Fig. 1: PDN straps and rails
(6 px per um) Pins as bars on the die edge. Tap cells in gray.
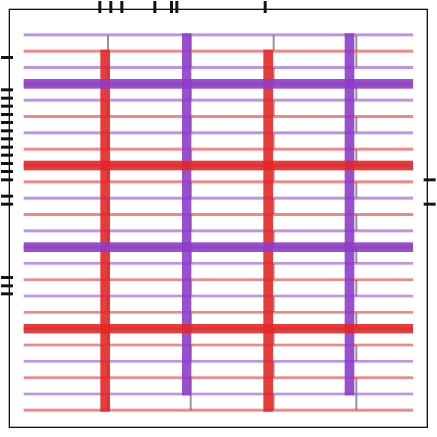
Fig. 2: placement by cell class
(6 px per um) Fill, decap, tap and diode cells in gray.
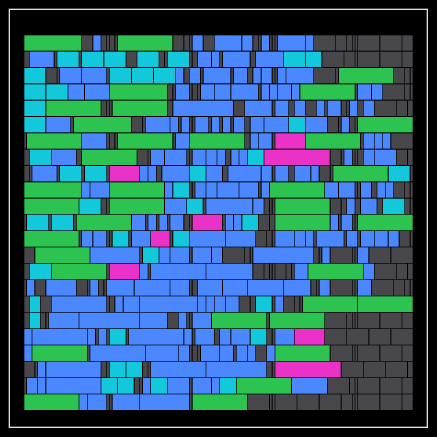
Fig. 3: routed clock nets over the placement
(6 px per um)
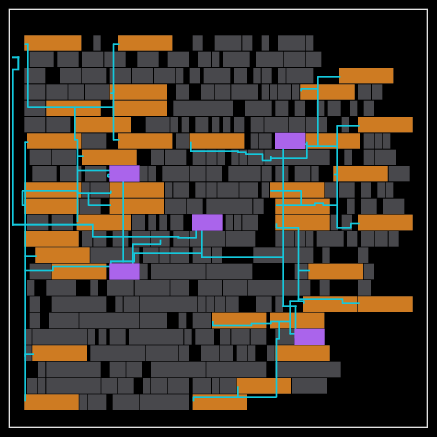
Fig. 4: routed metal, one color a layer
(6 px per um)
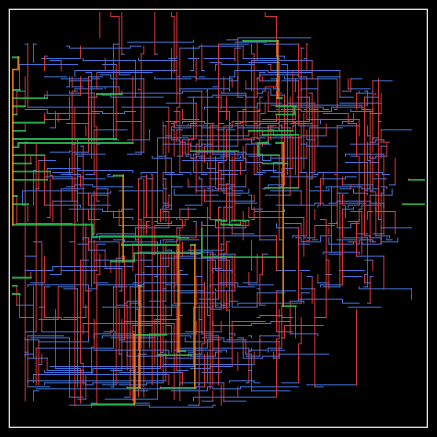
`config.mk`:
```
export PLATFORM = sky130hd
export DESIGN_NAME = pll_lock_ctrl
export DESIGN_NICKNAME = d
export VERILOG_FILES = /design/src/rtl/pll_ctrl_pkg.sv /design/src/rtl/pll_lock_window.sv /design/src/rtl/pll_lock_ctrl.sv
export SDC_FILE = /design/constraint.sdc
export NUM_CORES = 1
export LEC_CHECK = 0
export ABC_CLOCK_PERIOD_IN_PS = 4100
export CORE_MARGIN = 2
export CORE_UTILIZATION = 56
export CTS_CLUSTER_DIAMETER = 40
export DETAILED_ROUTE_END_ITERATION = 12
export PLACE_DENSITY = 0.81
export SETUP_SLACK_MARGIN = 0.5
export SLEW_MARGIN = 20
export SYNTH_ARGS = -nofsm -noshare
export SYNTH_HDL_FRONTEND = slang
export SYNTH_SLANG_ARGS = --single-unit
```
`constraint.sdc`:
```
create_clock -name clk -period 4.1 [get_ports clk]
set_input_delay 0.615 -clock clk [delete_from_list [all_inputs] [get_ports clk]]
set_output_delay 0.615 -clock clk [all_outputs]
set_load 0.02 [all_outputs]
```
`src/rtl/pll_ctrl_pkg.sv`:
```
// Shared types and helpers for the PLL lock controller.
package pll_ctrl_pkg;

    localparam int N_W_DEF = 7;

    typedef enum logic [1:0] {
        S_IDLE   = 2'd0,
        S_SETTLE = 2'd1,
        S_TRACK  = 2'd2,
        S_LOCKED = 2'd3
    } state_e;

    // Width needed to hold values 0..n inclusive.
    function automatic int cnt_w(input int n);
        return (n < 1) ? 1 : $clog2(n + 1);
    endfunction

endpackage

```
`src/rtl/pll_lock_window.sv`:
```
// Lead/lag window sampler: counts phase-detector pulses over WIN_LEN cycles
// and flags on the last cycle whether the lead/lag imbalance is within LOCK_TOL.
module pll_lock_window
    import pll_ctrl_pkg::*;
#(
    parameter int WIN_LEN  = 16,
    parameter int LOCK_TOL = 2
) (
    input  logic clk,
    input  logic rst,
    input  logic clear,
    input  logic lead,
    input  logic lag,
    output logic win_done,
    output logic win_good
);

    localparam int WC_W = $clog2(WIN_LEN);
    localparam int CW   = cnt_w(WIN_LEN);

    logic [WC_W-1:0] win_cnt;
    logic [CW-1:0]   lead_cnt, lag_cnt;
    logic [CW-1:0]   lead_nx, lag_nx, diff;

    // Evaluation includes the sample taken on the terminal cycle.
    assign lead_nx  = lead_cnt + CW'(lead & ~lag);
    assign lag_nx   = lag_cnt + CW'(lag & ~lead);
    assign diff     = (lead_nx >= lag_nx) ? (lead_nx - lag_nx) : (lag_nx - lead_nx);
    assign win_done = !clear && (win_cnt == WC_W'(WIN_LEN - 1));
    assign win_good = (32'(diff) <= LOCK_TOL);

    always_ff @(posedge clk or posedge rst) begin
        if (rst) begin
            win_cnt  <= '0;
            lead_cnt <= '0;
            lag_cnt  <= '0;
        end else if (clear || win_done) begin
            win_cnt  <= '0;
            lead_cnt <= '0;
            lag_cnt  <= '0;
        end else begin
            win_cnt  <= win_cnt + 1'b1;
            lead_cnt <= lead_nx;
            lag_cnt  <= lag_nx;
        end
    end

endmodule

```
`src/rtl/pll_lock_ctrl.sv`:
```
// ADPLL sequencing and lock-detect controller.
// Optional lock timeout enabled by defining PLL_LOCK_TIMEOUT_EN.
module pll_lock_ctrl
    import pll_ctrl_pkg::*;
#(
    parameter int N_W         = N_W_DEF,
    parameter int N_DEFAULT   = 92,
    parameter int SETTLE_CYC  = 64,
    parameter int WIN_LEN     = 16,
    parameter int LOCK_TOL    = 2,
    parameter int LOCK_WINS   = 4,
    parameter int TIMEOUT_CYC = 4096
) (
    input  logic           clk,
    input  logic           rst,
    input  logic           start,
    input  logic           stop,
    input  logic           cfg_valid,
    input  logic [N_W-1:0] cfg_n,
    output logic           cfg_ready,
    input  logic           lead,
    input  logic           lag,
    output logic           pll_enable,
    output logic [N_W-1:0] pll_n,
    output logic           locked,
    output logic           lock_lost,
    output logic           busy,
    output logic           lock_fail
);

    localparam int SCW = cnt_w(SETTLE_CYC);
    localparam int GW  = cnt_w(LOCK_WINS);

    state_e         state;
    logic [SCW-1:0] settle_cnt;
    logic [GW-1:0]  good_cnt;
    logic           cfg_take, win_clear, win_done, win_good, timeout_hit;

    assign cfg_ready = (state == S_IDLE || state == S_LOCKED) && !stop;
    // Ratios below 2 are swallowed by the handshake and have no effect.
    assign cfg_take  = cfg_valid && cfg_ready && (cfg_n >= N_W'(2));
    assign win_clear = !(state == S_TRACK || state == S_LOCKED) || stop || timeout_hit
                       || (state == S_LOCKED && cfg_take);

    pll_lock_window #(.WIN_LEN(WIN_LEN), .LOCK_TOL(LOCK_TOL)) u_win (
        .clk      (clk),
        .rst      (rst),
        .clear    (win_clear),
        .lead     (lead),
        .lag      (lag),
        .win_done (win_done),
        .win_good (win_good)
    );

`ifdef PLL_LOCK_TIMEOUT_EN
    localparam int TW = cnt_w(TIMEOUT_CYC);
    logic [TW-1:0] to_cnt;
    logic          to_restart, to_run, fail_q;

    assign to_run      = (state == S_SETTLE || state == S_TRACK);
    assign timeout_hit = to_run && !stop && (to_cnt == TW'(TIMEOUT_CYC - 1));
    assign to_restart  = !stop && ((state == S_IDLE && start)
                         || (state == S_LOCKED && (cfg_take || (win_done && !win_good))));
    assign lock_fail   = fail_q;

    always_ff @(posedge clk or posedge rst) begin
        if (rst) begin
            to_cnt <= '0;
            fail_q <= 1'b0;
        end else begin
            if (to_restart)  to_cnt <= '0;
            else if (to_run) to_cnt <= to_cnt + 1'b1;
            if (!stop && state == S_IDLE && start) fail_q <= 1'b0;
            else if (timeout_hit)                  fail_q <= 1'b1;
        end
    end
`else
    assign timeout_hit = 1'b0;
    assign lock_fail   = 1'b0;
`endif

    always_ff @(posedge clk or posedge rst) begin
        if (rst) begin
            state      <= S_IDLE;
            pll_enable <= 1'b0;
            pll_n      <= N_W'(N_DEFAULT);
            locked     <= 1'b0;
            lock_lost  <= 1'b0;
            busy       <= 1'b0;
            settle_cnt <= '0;
            good_cnt   <= '0;
        end else begin
            lock_lost <= 1'b0;
            if (cfg_take) pll_n <= cfg_n;
            if (stop || timeout_hit) begin
                // Stop in IDLE (including with start) is a no-op.
                if (state != S_IDLE) begin
                    state      <= S_IDLE;
                    pll_enable <= 1'b0;
                    locked     <= 1'b0;
                    busy       <= 1'b0;
                    settle_cnt <= '0;
                    good_cnt   <= '0;
                end
            end else begin
                case (state)
                    S_IDLE: if (start) begin
                        state      <= S_SETTLE;
                        pll_enable <= 1'b1;
                        busy       <= 1'b1;
                        settle_cnt <= '0;
                    end
                    S_SETTLE: begin
                        if (settle_cnt == SCW'(SETTLE_CYC - 1)) begin
                            state      <= S_TRACK;
                            settle_cnt <= '0;
                            good_cnt   <= '0;
                        end else begin
                            settle_cnt <= settle_cnt + 1'b1;
                        end
                    end
                    S_TRACK: if (win_done) begin
                        if (!win_good) begin
                            good_cnt <= '0;
                        end else if (good_cnt == GW'(LOCK_WINS - 1)) begin
                            state    <= S_LOCKED;
                            locked   <= 1'b1;
                            busy     <= 1'b0;
                            good_cnt <= '0;
                        end else begin
                            good_cnt <= good_cnt + 1'b1;
                        end
                    end
                    S_LOCKED: begin
                        // A new ratio forces a full re-settle, silently.
                        if (cfg_take) begin
                            state      <= S_SETTLE;
                            locked     <= 1'b0;
                            busy       <= 1'b1;
                            settle_cnt <= '0;
                        end else if (win_done && !win_good) begin
                            state     <= S_TRACK;
                            locked    <= 1'b0;
                            lock_lost <= 1'b1;
                            busy      <= 1'b1;
                            good_cnt  <= '0;
                        end
                    end
                    default: state <= S_IDLE;
                endcase
            end
        end
    end

endmodule

```
==> CHANGELOG.md <==
## Flow update

* Status: finished clean
* Most frequent cells in the layout: 33 x dfrtp_1, 32 x nor2_1, 23 x clkdlybuf4s50_1
* DP HPWL at around 3800 um
* Layout overhead on the synthesized area at 31.63%
* Met2 Routed Length at around 2700 um
* Biggest consumer: combinational cells
* Net Sw Frac at between 30 and 40%
* Cell with the most instances on the worst path: ha_4
* Critical Path Stages at 15
* Worst setup path startpoint: lag
* Initial Util at 59.08%
* Worst-margin pin slew at between 0.8 and 0.9 ns
* Registers at 37
* Clock group power at slightly below 0.4 mW
* Largest regs: pll_n: 7 flops, settle_cnt: 7 flops
* Max Fclk at about 0.29 GHz
* FF-to-FF path depth at 13
* Metal3 WL at around 260 um
* Buf/Inv on CP at 3
* Tmin final at 3.459 ns
* Global-route track usage on met2 at a little over two fifths
* Count of flip-flops with a built-in enable after synthesis at 0
* Late-Pin Clk Latency at about 0.30 ns
* Aoi share at a little under an eighth
* Commonest Layout Cell: dfrtp_1
* Area leader, netlist: dfrtp_1
* Avg Cell Area, Syn at 10.07 um2
* Final RePlAce weighted congestion at ~0.95
* Hold slack at around 0.5 ns
* R2r setup slk at approximately 0.78 ns
* Max-area cell share at 34.45%
* Max Cap Viol at 0
* M1 GR Usage at 32.54%
* Hold path cells at 1
* RSZ-0062 raised after global routing: false
* Critical Path End Type: flip-flop
Back to the opening pictures, Fig. 1:
legend:
  VSS:
    color: red
  VDD:
    color: purple
tap cells: 50
met5 straps: 4
rows: 23
met4 straps: 4
signal pins: 27
VDD IR max: 0.4388 mV
Horiz. Die Dim: 69.43 um
Core ar.: 4058 um2
die height: 69.43 um

Back to the opening pictures, Fig. 2:
legend:
  flops:
    color: green
    cells: 37
    share_of_their_area: 30%
  all other logic:
    color: blue
    cells: 195
    share_of_their_area: 53%
  clock drivers and dummy loads:
    color: magenta
    cells: 8
    share_of_their_area: 4.4%
  other buffers and delay cells:
    color: cyan
    cells: 44
    share_of_their_area: 12%
row cnt: 23
flop share of the area: 29.50%
Finished Cell Area: 3156 um2

Back to the opening pictures, Fig. 3:
legend:
  flip-flops:
    color: orange
    count: 37
  clock wires:
    color: cyan
    length: 514 um
  cells driving clock nets:
    color: purple
    count: 5
flops lie: widely spread
routed clock nets: 6

Back to the opening pictures, Fig. 4:
legend:
  met4:
    color: orange
    wire_length: 150 um
  met1:
    color: blue
    wire_length: 2440 um
  met2:
    color: red
    wire_length: 2700 um
  met3:
    color: green
    wire_length: 263 um
DR vias: 1892
GR Util All Layers: 25.35%
routed wire length: 5557 um
WL/cell: 16.64 um

Power figures rest on the tool's default switching activity, not on a simulated workload.
